==> run_1/floorplan.png <==
(6 px per um) Pins as bars on the die edge.
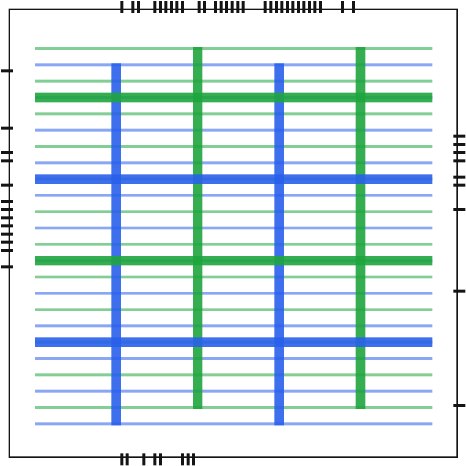
==> run_1/route_heat.png <==
(4 px per um) 15 x 15 tiles, from dark purple (low) to yellow (high), scaled to the fullest tile. Values are wire area over tile area, all layers added.
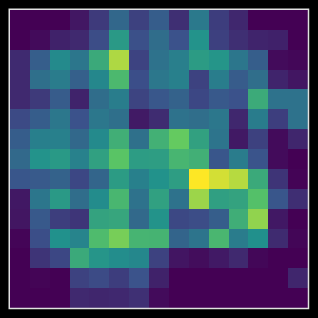
==> run_1/sizing.png <==
(4 px per um)
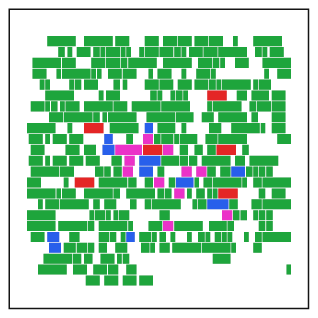
==> run_1/placed.png <==
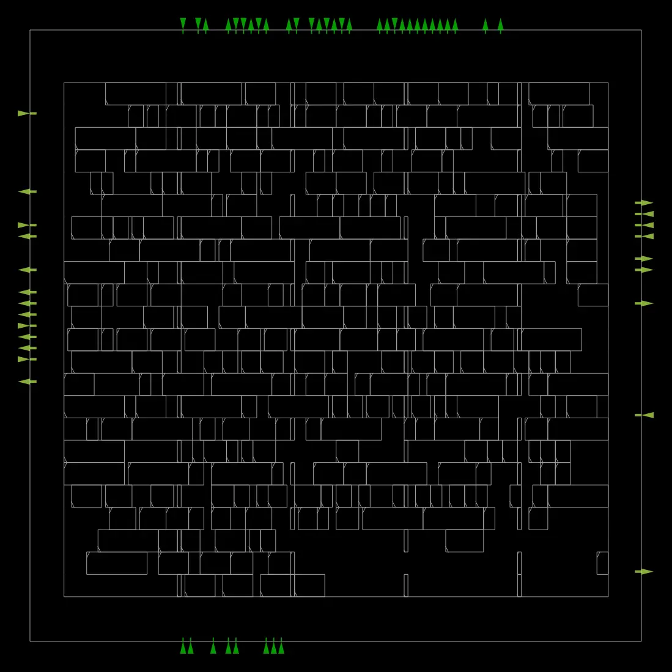
Design lane_scheduler, sky130hd; sources not shown.
==> impl_metrics.json, run 1 <==
{
  "status": "completed",
  "tap_cells": 50,
  "ys_sh_adder": 0.0422,
  "top_cell": "dfxtp_1",
  "gp_congestion": 0.853,
  "cts_setup_buffers": 0,
  "logic_family": "simple AND/OR/NAND/NOR gates",
  "ff_type": "dfxtp_1",
  "post_cts_resized": 0,
  "crit_chain": "inv_1, ha_1, nor4b_2, a21oi_1, a2111oi_0, a31o_2",
  "p_switching_uw": 335,
  "portBuffers": 57,
  "fin_skew_ns": 0.00831,
  "num-nets-final": 329,
  "largest_register_ff_count": 10,
  "fin_crit_sh": 0.841,
  "drive_gt1_frac": 0.0946,
  "cp.depth": 6,
  "finalPower_mw": 1.42,
  "dpl-instance-area_mm2": 0.00266,
  "dp_hpwl_mm": 3.55,
  "xor_area_frac": 0.0127,
  "layout_top_cells": "clkdlybuf4s50_1, dfxtp_1, nand2_1",
  "final.setup.tns_ns": 0,
  "yosysTopAreaCell": "dfxtp_1",
  "worstSetupPathType": "reg -> reg",
  "ff_latch_area_um2": 901,
  "initial_core_util": 0.500,
  "place_ws_ns": 0.126,
  "crit_family": "AND-OR/OR-AND gates",
  "swShare": 0.235,
  "layoutNonFillerInstCount": 346,
  "ys_sh_mux": 0.0290,
  "buffers": 67,
  "dominant_cells": "multi-input combinational cells",
  "worstSetupStartpointType": "flip-flop",
  "tightest_slew_ns": 0.791,
  "max_stage_delay_ns": 0.64,
  "worst-r2r-setup-slack_ns": 0.38,
  "syn_avg_cell_area_um2": 8.53,
  "fin_util": 0.664,
  "fillers": 364,
  "aoi_share": 0.186,
  "dieArea_mm2": 0.00554,
  "ant_nets": 0,
  "combPwrFrac": 0.128,
  "cap_viol_max_count": 0,
  "holdWs_ns": 0.454,
  "cpMaxStageDelayCell": "a21oi_1",
  "design_area_mm2": 0.00275,
  "power_frac_seq": 0.548,
  "arrival_ns": 2.21,
  "vias_per_cell": 5.37,
  "dp.cells": 339,
  "htree_levels": 2,
  "slew_headroom": 0.468,
  "grt-ovfl-total": 0,
  "reg2regPathDepth": 6,
  "nNonClkInverters": 5,
  "path_clk_slew_ns": 0.08,
  "dr.pass1.iters": 4,
  "first_global_vias": 1651,
  "power_density_mw_per_mm2": 518,
  "hold_viol": 0,
  "io_pins": 60,
  "crit_buf_inv": 1,
  "worstSkewPairLatency_ns": 0.29,
  "comb_cells": 172
}
## Picture notes: floorplan.png
| color | net |
|---|---|
| blue | VSS |
| green | VDD |
met5 straps: 4
signal pins: 60
rows: 23
met1 rails: 24
Die W: 74.4 um
Die Span Y: 74.4 um
maximum ir drop on the vdd rail: 0.000417 V
core area: 0.00414 mm^2

## Picture notes: route_heat.png
tiles over half the peak: 20%
emptiest ninth of the die: bottom right
mean over tiles: 0.14
Routed WL: 4.77 mm
Routed WL per cell: 13.8 um
total number of vias: 1,858
Global Route Usage Sum: 0.181

## Picture notes: sizing.png
| color | size | cells | share |
|---|---|---|---|
| magenta | x3 and x4 | 11 | 3.7% |
| green | x1 and smaller | 268 | 91% |
| red | x6 and larger | 6 | 2.0% |
| blue | x2 | 11 | 3.7% |
setup ws final: 0.382 ns
P&R area growth vs syn: 32.6%

## Picture notes: placed.png
Row Count: 23
seq_cells: 45
sequential cell area share: 0.328

-- run 1: cell families after synthesis --
kind of cell | Yosys count
XOR/XNOR | 3
buffers and inverters | 27
other | 1
AND-OR/OR-AND | 64
flip-flops | 45
multiplexers | 6
AND/OR/NAND/NOR | 90
adder cells (fa/ha/maj) | 7
-- run 1: metal layers --
layer	vias up	wire, um	track usage	share of wire
met4	0	52	0.0534	0.011
li1	951	-	-	-
met5	-	0	0	0
met2	43	2210	0.267	0.46
met1	857	2250	0.259	0.47
met3	7	263	0.0486	0.055
-- run 1: power groups by stage --
stage	sequential (mW)	combinational, mW	clock, mW
6_report	0.781	0.182	0.462
5_1_grt	0.783	0.202	0.505
4_1_cts	0.780	0.183	0.476
3_5_place_dp	0.798	0.182	0
3_3_place_gp	0.797	0.181	0
2_1_floorplan	0.797	0.0921	0
==> inputs of run 2 (changes only) <==
- CORE_UTILIZATION: 47 -> 42
- clock period: 2.4 -> 1.6 ns (I/O delays scaled with it)
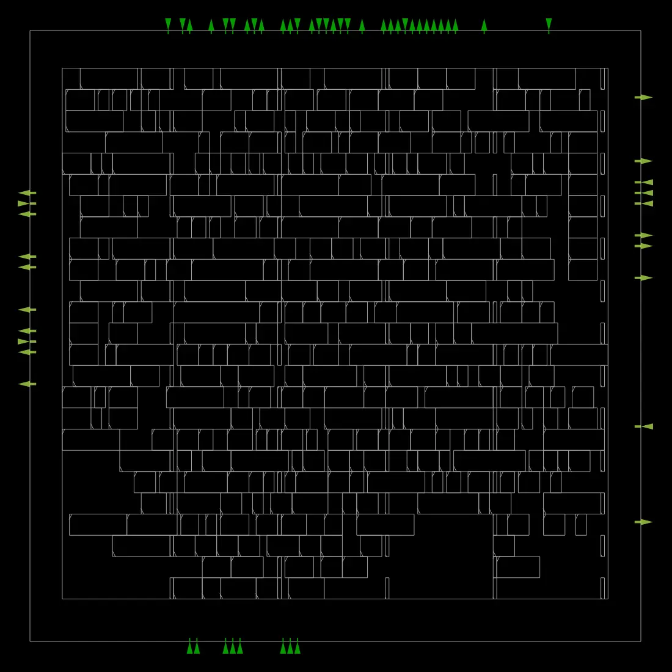
(run_2/placed.png)
Row Count: 25
tap cells: 67

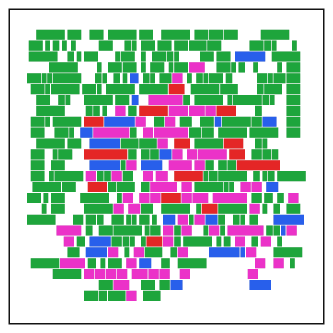
(run_2/sizing.png)
(4 px per um)
| color | size | cells | share |
|---|---|---|---|
| green | x1 and smaller | 239 | 69% |
| magenta | x3 and x4 | 68 | 20% |
| red | x6 and larger | 14 | 4.1% |
| blue | x2 | 23 | 6.7% |
setup ws final: -0.0766 ns
Non-CTS buffers: 114
Finished Cell Area: 0.00339 mm^2
P&R area growth vs syn: 63.4%

==> impl_metrics.json, run 2 <==
{
  "grtUsageMet1": 0.266,
  "dieArea_mm2": 0.00612,
  "max_freq_ghz": 0.596,
  "die_y_um": 78.3,
  "final.setup.tns_ns": -0.286,
  "crit_chain": "ha_4, nor4b_4, nor2_4, buf_6, or2_4, a31o_4",
  "holdWs_ns": 0.455,
  "dr.pass1.iters": 4,
  "vias_per_cell": 5.03,
  "yosysTopAreaCell": "dfxtp_1",
  "crit_family": "simple AND/OR/NAND/NOR gates",
  "violations": "setup timing",
  "num-nets-final": 376,
  "busiest_layer": "met2",
  "ff_type": "dfxtp_1",
  "irDropWorstVdd_v": 0.000667,
  "fin_skew_ns": 0.00450,
  "grt_use_total": 0.194,
  "worstSkewPairLatency_ns": 0.29,
  "logic_family": "simple AND/OR/NAND/NOR gates",
  "drive_gt1_frac": 0.305,
  "power_density_mw_per_mm2": 757,
  "worst_slack_ns": -0.0766,
  "grt-ovfl-total": 0,
  "io_pins": 60,
  "layoutNonFillerInstCount": 411,
  "ys_sh_adder": 0.0422,
  "routedWlPerCell_um": 13.8,
  "ys_sh_mux": 0.0290,
  "fin_crit_sh": 1.05,
  "gp_congestion": 0.846,
  "layout_top_cells": "clkdlybuf4s50_1, buf_4, dfxtp_1",
  "hold_viol": 0,
  "core_mm2": 0.00475,
  "portBuffers": 57,
  "routed_wl_mm": 5.67,
  "route.met2.wl_mm": 2.77,
  "path_clk_slew_ns": 0.08,
  "use_met2": 0.310,
  "place_ws_ns": -0.458,
  "syn_avg_cell_area_um2": 8.53,
  "simple_gate_area_frac": 0.226,
  "setup_viol": 8,
  "finalPower_mw": 2.56,
  "dp_hpwl_mm": 3.97,
  "reg2regPathDepth": 6,
  "dpl-instance-area_mm2": 0.00302,
  "first_global_vias": 2010,
  "fin_util": 0.712,
  "ant_nets": 0,
  "crit_buf_inv": 1,
  "xor_area_frac": 0.0127,
  "worstSetupPathType": "reg -> reg",
  "status": "finished, violations left",
  "top_cell": "dfxtp_1",
  "warnings": 33,
  "htree_levels": 2,
  "arrival_ns": 1.87,
  "dr.max_layer_used": "met4",
  "vias": 2066,
  "cpMaxStageDelayCell": "dfxtp_2",
  "max_stage_delay_ns": 0.34,
  "cap_viol_max_count": 0,
  "yosys-stat-area_mm2": 0.00207,
  "largest_register_ff_count": 10,
  "cp.depth": 6
}
run 2: repair_timing:
action | in CTS | in global routing
hold endpoints to repair | 0 | 0
pin swaps | 8 | 14
endpoints found under the setup margin | 20 | 31
buffers inserted | 11 | 4
gates resized | 15 | 35
run 2: area by class of cell:
type / instances / area (um^2)
clock inverter: 3 / 65.1
timing repair buffer: 114 / 1050
fill: 385 / 1370
sequential: 45 / 912
clock buffer: 5 / 68.8
tap: 67 / 83.8
multi-input combinational: 172 / 1190
inverter: 5 / 18.8
run 2: report_power, final:
group	switching [mW]	internal, mW	total, mW
Clock	0.378	0.620	0.998
Combinational	0.174	0.222	0.397
Sequential	0.0243	1.15	1.17
Power and IR drop assume default switching activity.
